==> config.mk <==
export PLATFORM = sky130hd
export DESIGN_NAME = instr_encoder
export DESIGN_NICKNAME = d
export VERILOG_FILES = /design/src/rtl/instr_encoder.sv
export SDC_FILE = /design/constraint.sdc
export NUM_CORES = 1
export LEC_CHECK = 0
export CORE_MARGIN = 1
export CORE_UTILIZATION = 46
export DETAILED_ROUTE_END_ITERATION = 16
export PLACE_DENSITY = 0.88
export SYNTH_ARGS = -nofsm -noshare
export SYNTH_HDL_FRONTEND = slang
export SYNTH_SLANG_ARGS = --single-unit
==> constraint.sdc <==
create_clock -name clk -period 2.3 [get_ports clk]
set_input_delay 0.23 -clock clk [delete_from_list [all_inputs] [get_ports clk]]
set_output_delay 0.23 -clock clk [all_outputs]
set_load 0.005 [all_outputs]
==> src/rtl/instr_encoder.sv <==
// RV32I program loader: packs instruction fields into a 32-bit word and writes it
// to instruction memory at an auto-incrementing address, rejecting unencodable fields.
package instr_encoder_pkg;
  typedef enum logic [2:0] {
    R_TYPE = 3'd0, I_TYPE = 3'd1, S_TYPE = 3'd2,
    B_TYPE = 3'd3, U_TYPE = 3'd4, J_TYPE = 3'd5
  } instruction_t;

  localparam logic [6:0] OP_IMM = 7'h13;

  typedef struct packed {
    logic [2:0]  typ;
    logic [6:0]  op;
    logic [2:0]  f3;
    logic        f7_5;
    logic [4:0]  rd;
    logic [4:0]  rs1;
    logic [4:0]  rs2;
    logic [31:0] imm;
  } fields_t;
endpackage

module instr_encoder
  import instr_encoder_pkg::*;
#(
  parameter logic [31:0] BASE_ADDR = 32'h0000_0000,
  parameter int          DEPTH     = 256,
  localparam int         CW        = $clog2(DEPTH + 1)
) (
  input  logic          clk,
  input  logic          rst_n,
  input  logic          prog_start,
  input  logic          in_valid,
  output logic          in_ready,
  input  logic [2:0]    in_type,
  input  logic [6:0]    in_op,
  input  logic [2:0]    in_funct3,
  input  logic          in_funct7_5,
  input  logic [4:0]    in_rd,
  input  logic [4:0]    in_rs1,
  input  logic [4:0]    in_rs2,
  input  logic [31:0]   in_imm,
  output logic          mem_we,
  output logic [31:0]   mem_addr,
  output logic [31:0]   mem_wdata,
  output logic          full,
  output logic          err,
  output logic [CW-1:0] count
);

  typedef enum logic [1:0] {IDLE, ENCODE, WRITE, FULL} state_t;

  state_t        r_state, w_nxt;
  fields_t       r_f;
  logic [31:0]   r_addr, r_word, w_word;
  logic [CW-1:0] r_cnt;
  logic          r_full, r_err, w_bad, w_last, w_shift;
  logic [6:0]    w_f7;

  // True when v is representable as an n-bit two's complement value.
  function automatic logic sfit(input logic [31:0] v, input int n);
    logic [31:0] s;
    s = $signed(v) >>> (n - 1);
    return (s == '0) || (s == '1);
  endfunction

  assign w_f7    = {1'b0, r_f.f7_5, 5'b0};
  assign w_shift = (r_f.op == OP_IMM) && (r_f.f3[1:0] == 2'b01);
  assign w_last  = (r_cnt == CW'(DEPTH - 1));

  always_comb begin
    w_word = '0;
    w_bad  = 1'b0;
    case (r_f.typ)
      R_TYPE: w_word = {w_f7, r_f.rs2, r_f.rs1, r_f.f3, r_f.rd, r_f.op};
      I_TYPE: begin
        if (w_shift) begin
          w_word = {w_f7, r_f.imm[4:0], r_f.rs1, r_f.f3, r_f.rd, r_f.op};
          w_bad  = |r_f.imm[31:5];
        end else begin
          w_word = {r_f.imm[11:0], r_f.rs1, r_f.f3, r_f.rd, r_f.op};
          w_bad  = !sfit(r_f.imm, 12);
        end
      end
      S_TYPE: begin
        w_word = {r_f.imm[11:5], r_f.rs2, r_f.rs1, r_f.f3, r_f.imm[4:0], r_f.op};
        w_bad  = !sfit(r_f.imm, 12);
      end
      B_TYPE: begin
        w_word = {r_f.imm[12], r_f.imm[10:5], r_f.rs2, r_f.rs1, r_f.f3,
                  r_f.imm[4:1], r_f.imm[11], r_f.op};
        w_bad  = !sfit(r_f.imm, 13) || r_f.imm[0];
      end
      U_TYPE: w_word = {r_f.imm[31:12], r_f.rd, r_f.op};
      J_TYPE: begin
        w_word = {r_f.imm[20], r_f.imm[10:1], r_f.imm[11], r_f.imm[19:12], r_f.rd, r_f.op};
        w_bad  = !sfit(r_f.imm, 21) || r_f.imm[0];
      end
      default: w_bad = 1'b1;
    endcase
  end

  always_comb begin
    w_nxt = r_state;
    if (prog_start) w_nxt = IDLE;
    else begin
      case (r_state)
        IDLE:    if (in_valid) w_nxt = ENCODE;
        ENCODE:  w_nxt = w_bad ? IDLE : WRITE;
        WRITE:   w_nxt = w_last ? FULL : IDLE;
        default: w_nxt = FULL;
      endcase
    end
  end

  always_ff @(posedge clk) begin
    if (!rst_n) r_state <= IDLE;
    else        r_state <= w_nxt;
  end

  always_ff @(posedge clk) begin
    if (!rst_n) begin
      r_f    <= '0;
      r_addr <= BASE_ADDR;
      r_word <= '0;
      r_cnt  <= '0;
      r_full <= 1'b0;
      r_err  <= 1'b0;
    end else if (prog_start) begin
      // Restart wins over everything, including an accept in the same cycle.
      r_addr <= BASE_ADDR;
      r_cnt  <= '0;
      r_full <= 1'b0;
      r_err  <= 1'b0;
    end else begin
      case (r_state)
        IDLE: if (in_valid)
          r_f <= '{typ: in_type, op: in_op, f3: in_funct3, f7_5: in_funct7_5,
                   rd: in_rd, rs1: in_rs1, rs2: in_rs2, imm: in_imm};
        ENCODE: begin
          if (w_bad) r_err  <= 1'b1;
          else       r_word <= w_word;
        end
        WRITE: begin
          r_addr <= r_addr + 32'd4;
          r_cnt  <= r_cnt + CW'(1);
          if (w_last) r_full <= 1'b1;
        end
        default: ;
      endcase
    end
  end

  assign in_ready  = (r_state == IDLE);
  assign mem_we    = (r_state == WRITE);
  assign mem_addr  = r_addr;
  assign mem_wdata = r_word;
  assign full      = r_full;
  assign err       = r_err;
  assign count     = r_cnt;

endmodule

==> ci_impl_report.md, run 1 <==
### Metrics collected by this job

| Metric | Value |
|---|---|
| Share of the final layout cell area in sequential cells | between 30% and 40% |
| Setup fix buffers added after clock tree synthesis | 0 |
| Fraction of power consumed by sequential logic | a little over two fifths |
| Worst slack at placement | roughly 0.035 ns |
| Post-layout utilization of the core | 64.9% |
| Top post-synthesis cells by area | dfxtp_1 43%, nand2_1 13%, a21boi_0 7.3%, mux2i_1 6.9%, xor2_1 2.7% |
| Final Total Pwr | 5.77 mW |
| Logic share of the area | 37.9% |
| Initial antenna violation count | 0 |
| Total buffers and inverters traversed by the critical path | 2 |
| Leading cell types by count after synthesis | 218 x nand2_1, 136 x dfxtp_1, 61 x a21boi_0 |
| Count of library flops with an enable pin | 0 |
| Total wire length after detailed routing | roughly 17 mm |
| Mi-comb count | 553 |
| Critical path's largest stage delay | 0.55 ns |
| Outcome | completed |
| Busiest grt layer | met2 |
| Aggregate global-route resource usage | 23.7% |
| Tapcell Cnt | roughly 180 |
| Max-slew violations | 0 |
| Sw Share | 22.0% |
| Synthesized instance count | between 700 and 800 |
| Filler cell count in the final layout | 1047 |
| Horizontal extent of the die | 119 um |
| Path category of the worst min-delay check | in2reg |
| Detailed Route Iter0 Violations | 484 |
| Sinks on Clock Net | 136 |
| Min Tclk post-route | approximately 2.3 ns |
| Synthesis Warnings | 0 |
| CTS hold repair buffers | 0 |
| PostCTS Resize Cnt | 0 |
| Inverters excl. clock | 20 |
| Buffers added on ports | approximately 140 |
| Gr ovfl total | 0 |
| I/O pin total | 142 |
| Mean area per synthesized cell | 8.25 um^2 |
| Endpoint kind of the worst setup timing path | flop |
| Largest net degree at the start of global routing | 62 |
| Highest metal used | met4 |
| Overall chip area | 14100 um^2 |
| Sequential cell power | 2.46 mW |
| Top achievable clock speed | 441 MHz |
| Biggest area consumer among cell classes | logic gates |
| Area grow syn2layout | 37.1% |
| Share of the yosys chip area belonging to registers | 43.4% |
| M1 GR Usage | 30.6% |
## run 1: cell families (layout without fill, tap and decap cells)
family,after synthesis,count (layout),synth area share (%)
and+or+nand+nor,347,347,24.7
DFF,136,136,43.4
buffers and inverters,72,217,5.65
xor gates and xnor gates,27,27,3.77
adders and majority gates,3,3,0.599
muxes,43,43,6.86
other,1,2,0.0598
AOI/OAI and AO/OA,131,131,14.9
## run 1: placed cells by master, fill, tap and decap left out, types with 4 or more instances in the layout
cell / synthesis / layout
a22oi_1: 5 / 5
xor2_1: 19 / 19
clkbuf_8: 2 / 5
nor2_1: 40 / 39
o22ai_1: 9 / 9
nor4_1: 7 / 4
xnor2_1: 8 / 8
inv_1: 20 / 20
o21ai_0: 19 / 19
clkbuf_16: 0 / 20
buf_12: 3 / 5
and3_1: 11 / 11
nand3b_1: 4 / 4
buf_4: 2 / 18
nand4_1: 17 / 17
clkdlybuf4s50_1: 0 / 138
nor3_1: 7 / 6
mux2i_1: 43 / 43
dfxtp_1: 136 / 135
o2bb2ai_1: 5 / 5
or3_1: 9 / 9
and4_1: 4 / 4
nand2_1: 218 / 218
a21oi_1: 16 / 16
nand3_1: 12 / 12
a21boi_0: 61 / 61
## run 1: flip-flops by register name, summed over array words and instances, names as in the netlist
signal	count
full	1
r_f	61
count	9
mem_wdata	32
err	1
r_state	2
mem_addr	30
## run 1: worst paths after layout
kind              cells after the start                         end  slack, ns
setup / recovery                      8  mem_wdata[17]$_SDFFE_PN0P_       0.03
hold / removal                        3  mem_wdata[27]$_SDFFE_PN0P_       0.29
setup reg to reg                      8  mem_wdata[17]$_SDFFE_PN0P_       0.03
hold reg to reg                       2  mem_wdata[11]$_SDFFE_PN0P_       0.46
Fig. 1: run 1, clock nets
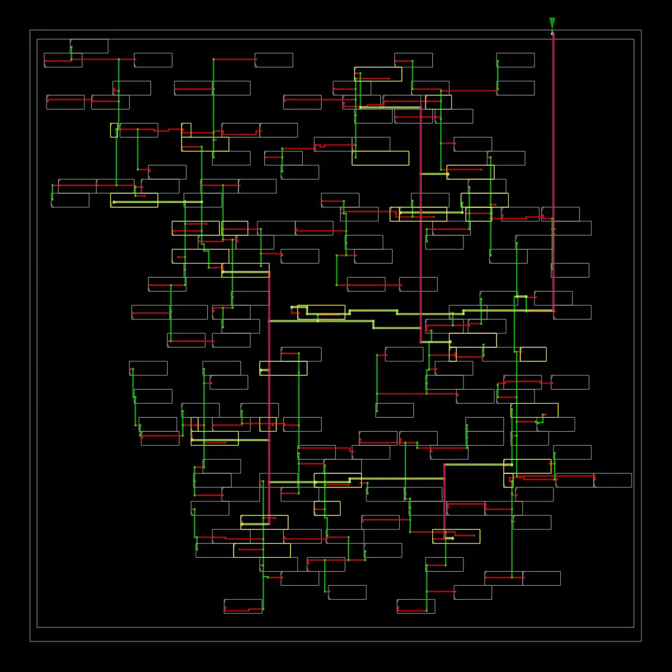
Clock Power: 2.83 mW
total clock buffers created by CTS: 17
Post-Route Skew: 0.00866 ns
worst skew pair latency: 0.42 ns
Layout clock buffers: 25

Fig. 2: run 1, clock network drawn from the DEF
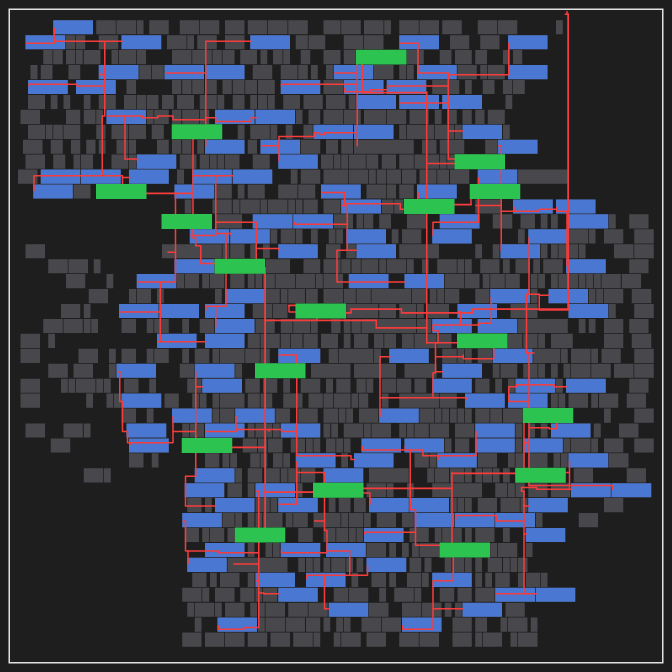
[red] clock wires | length: 1630 um
[blue] flip-flops | count: 136
[green] clock-net drivers | count: 17
flops lie: widely spread
Clk pwr share: 49.0%

Fig. 3: run 1, signal wires on met4
Bar = 20 um.
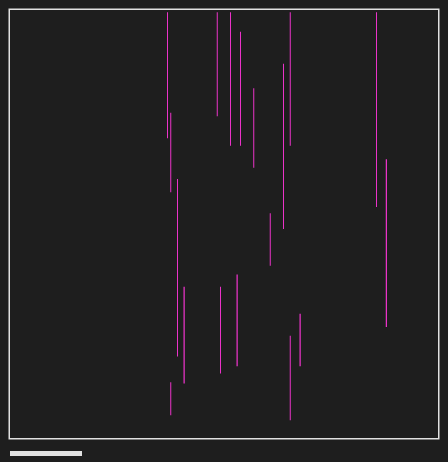
share of all routed wire: 3.2%
longest straight run: 53.7 um
main direction: vertical
nets with wire on the layer: 15

==> run 2, diff against run 1 <==
--- a/config.mk
+++ b/config.mk
@@ -8,7 +8,9 @@
 export CORE_MARGIN = 1
 export CORE_UTILIZATION = 46
 export DETAILED_ROUTE_END_ITERATION = 16
+export GPL_TIMING_DRIVEN = 1
 export PLACE_DENSITY = 0.88
+export SLEW_MARGIN = 0
 export SYNTH_ARGS = -nofsm -noshare
 export SYNTH_HDL_FRONTEND = slang
 export SYNTH_SLANG_ARGS = --single-unit
Fig. 4: run 2, clock network drawn from the DEF
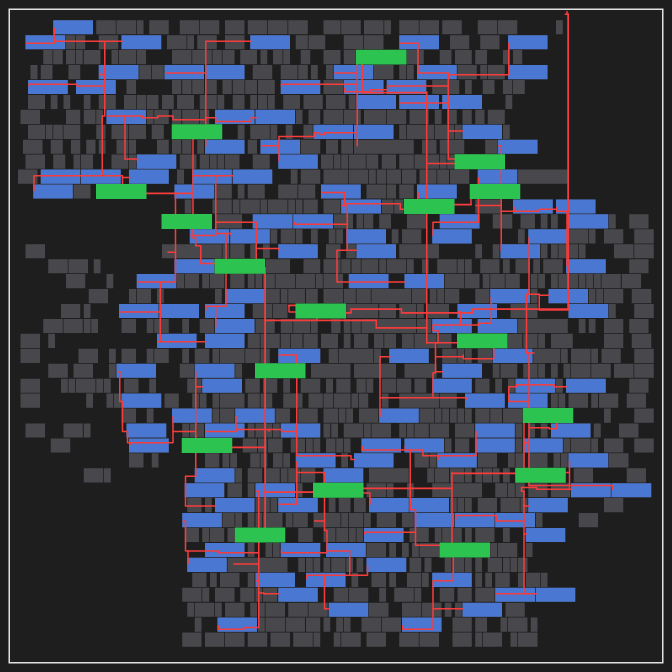
[red] clock wires | length: 1630 um
[green] clock-net drivers | count: 17
[blue] flip-flops | count: 136
routed clock nets: 18

Fig. 5: run 2, I/O pins on the die edge
Pins as bars across the die edge, other pins in grey.
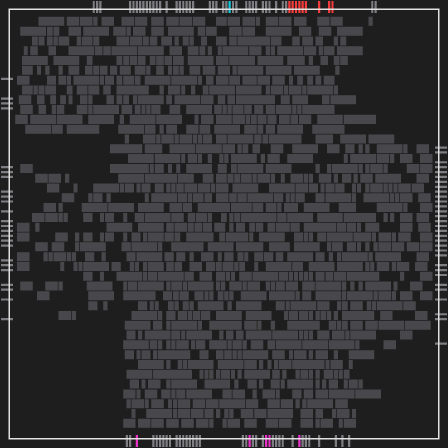
| colour | port | pins | direction | edge |
|---|---|---|---|---|
| red | count | 9 | output | top |
| cyan | err | 1 | output | top |
| magenta | in_rs1 | 5 | input | bottom |

==> run 2 against run 1 <==
Clock skew is the same. Critical path depth is the same. Die size is the same. Largest cell class unchanged.
==> ci_impl_report.md, run 2 <==
### Metrics collected by this job

| Metric | Value |
|---|---|
| Worst slew margin relative to its limit | 58.8% |
| Deepest clock path buffer count | 2 |
| Share of the yosys chip area belonging to registers | 43.4% (unchanged) |
| Cell with the largest stage delay on the worst path | or4_4 |
| Sinks on Clock Net | 136 (unchanged) |
| Max-slew violations | 0 (unchanged) |
| Data arrival time at the worst-slack endpoint | 2.61 ns |
| Clock tree from TritonCTS | done |
| Aggregate global-route resource usage | 23.7% (unchanged) |
| Post-Synth Simple-Gate Area | 24.7% (unchanged) |
| FF+latch area | 2720 um^2 |
| Top achievable clock speed | 441 MHz (unchanged) |
| Power per Cell Area | roughly 670 nW/um^2 |
| Fraction of final layout cells with drive strength greater than 1 | 8.17% |
| Sw Share | 22.0% (unchanged) |
| Initial antenna violation count | 0 (unchanged) |
| Setup fix buffers added after clock tree synthesis | 0 (unchanged) |
| Detailed Route Iter0 Violations | 484 (unchanged) |
| Worst hold slack after final layout | 0.288 ns |
| Count of library flops with an enable pin | 0 (unchanged) |
| Horizontal extent of the die | 119 um (unchanged) |
| Worst path top cell family by delay | simple AND/OR/NAND/NOR gates |
| Yosys-reported design area after synthesis | 6270 um^2 |
| First-pass DRT Iterations | 5 |
| Post-Route Skew | 0.00866 ns (unchanged) |
| Max capacitance violation total | 0 |
| Buffers added on ports | 139 (unchanged) |
| Nature of the critical path startpoint | flop |
| Complex Gates by Area | 14.9% (unchanged) |
| Power dissipated by switching net loads | 1.27 mW |
| Final setup violation count | 0 |
| Largest net degree at the start of global routing | 62 (unchanged) |
| Fraction of power consumed by sequential logic | 42.7% (about the same) |
| Final Total Pwr | 5.77 mW (unchanged) |
| Top-area cell type share of the netlist area | between 40% and 50% |
| Area grow syn2layout | 37.1% (unchanged) |
| Outcome | completed |
| Initial standard-cell utilization of the core | between 40% and 50% |
| Total instance count after detailed placement | 1045 |
| Mean area per synthesized cell | 8.25 um^2 (unchanged) |
| Share of cell area taken by muxes after synthesis | 6.86% (unchanged) |
| Leading cell types by count after synthesis | 218 x nand2_1, 136 x dfxtp_1, 61 x a21boi_0 |
| Clk pwr share | 49.0% (about the same) |
| Portion of the clock cycle consumed by the worst path in the final layout | a little over nine tenths |
| DR DRC count | 0 |
| Total buffers and inverters traversed by the critical path | 2 (unchanged) |
| CTS hold repair buffers | 0 (unchanged) |
| PostCTS Resize Cnt | 0 (unchanged) |
| Kind of critical path | reg2reg |
| Critical path's largest stage delay | 0.55 ns (about the same) |
| Path category of the worst min-delay check | in2reg |
| Tally of OpenROAD warnings | 26 |
| Most numerous logic cell after layout | nand2_1 |
| Antenna violation net count after detailed routing | 0 |
| Highest metal used | met4 |
| Total wire length after detailed routing | 17.2 mm (unchanged) |
| Final non-filler cell area | 8590 um^2 |
| Final-stage net count | 961 |
| Most used cells in the layout excluding fill and tap cells | 218 x nand2_1, 138 x clkdlybuf4s50_1, 135 x dfxtp_1, 61 x a21boi_0, 43 x mux2i_1 |
| Largest voltage drop on the vdd net | 0.511 mV |
| Core Footprint | 13200 um^2 |
| Adder and majority cell fraction of the synthesized area | 0.599% (unchanged) |
| Level count of the clock H-tree | 4 |
| Filler cell count in the final layout | 1047 (unchanged) |
| Worst skew pair latency | 0.42 ns (about the same) |
| Clock slew seen by the registers of the worst setup and hold paths | 0.06 ns |
| Gr ovfl total | 0 (unchanged) |
| Most flop-heavy register | r_f |
| Synthesis Warnings | 0 (unchanged) |
| Leak | 3.14 nW |
| Overall chip area | 14100 um^2 (unchanged) |
| Post-synthesis async set-or-reset flop share | 0% |
| Cell with the most instances after synthesis | nand2_1 |
| Endpoint kind of the worst setup timing path | flop |
| Min Tclk post-route | 2.27 ns (unchanged) |
| Count of cell types in the netlist | 56 |
| Routability congestion estimate | slightly above 0.9 |
| Prevailing logic family in the synthesized netlist | simple AND/OR/NAND/NOR gates |
| Cell taking the most area after synthesis | dfxtp_1 |
| Flip-flop count of the largest register after layout | 61 (unchanged) |
| I/O pin total | 142 (unchanged) |
| Placed Instance Area | 7820 um^2 |
| Wire length on met2 | 8.19 mm |
| Average wire length per cell after detail routing | 15.9 um |
| Xor/xnor share of the synthesized area | 3.77% (unchanged) |
| DRT met1 WL | 7.49 mm |
| Cell Chain, Critical Path | or3b_2, or4_4, o211ai_4, a2111oi_4, o21ai_4, buf_12, clkbuf_16, mux2i_1 |
| Total clock buffers created by CTS | 17 (unchanged) |
| Synthesized instance count | 760 (unchanged) |
| Top post-synthesis cells by area | dfxtp_1 43%, nand2_1 13%, a21boi_0 7.3%, mux2i_1 6.9%, xor2_1 2.7% |
[run 2: worst paths after layout]
kind | start | end | cells after the start | slack, ns
worst max-delay path | r_f[60]$_SDFFE_PN0P_ | mem_wdata[17]$_SDFFE_PN0P_ | 8 | 0.03
worst min-delay path | rst_n | mem_wdata[27]$_SDFFE_PN0P_ | 3 | 0.29
worst max register to register | r_f[60]$_SDFFE_PN0P_ | mem_wdata[17]$_SDFFE_PN0P_ | 8 | 0.03
worst min register to register | mem_wdata[11]$_SDFFE_PN0P_ | mem_wdata[11]$_SDFFE_PN0P_ | 2 | 0.46
[run 2: per-stage QoR]
step	worst slack, ns	setup TNS (ns)	util (%)
floorplan	0.180	0	-
global placement	0.116	0	59.0
detailed placement	0.0348	0	59.0
CTS	0.000996	0	63.7
global route	-0.0454	-0.125	64.9
finish	0.0344	0	64.9
[run 2: layout make-up]
cell class,instances,share of cell area (%)
well taps,176,2.56
multi-input cells,553,37.9
clock buffers,25,5.88
inverters,20,0.873
repair buffers,165,19.8
clock inverters,7,1.32
flip-flops and latches,136,31.7
[run 2: kinds of logic after synthesis]
logic type | Yosys count
adders and majority gates | 3
DFF | 136
AOI/OAI and AO/OA | 131
other | 1
and+or+nand+nor | 347
buffers and inverters | 72
muxes | 43
xor gates and xnor gates | 27
[run 2: power by group through the flow]
stage | clock network [mW] | registers, mW | logic [mW]
detailed placement | 0 | 2.51 | 0.447
CTS | 2.85 | 2.46 | 0.454
global route | 2.95 | 2.47 | 0.521
finish | 2.83 | 2.46 | 0.479
floorplan | 0 | 2.50 | 0.258
global placement | 0 | 2.51 | 0.442
[run 2: layer usage]
metal  up-vias  track usage [%]
met1      2738             30.6
met4         0             10.3
met3        45             5.07
met2       223             37.9
met5         -                0
li1       2835                -
Power figures rest on the tool's default switching activity, not on a simulated workload.
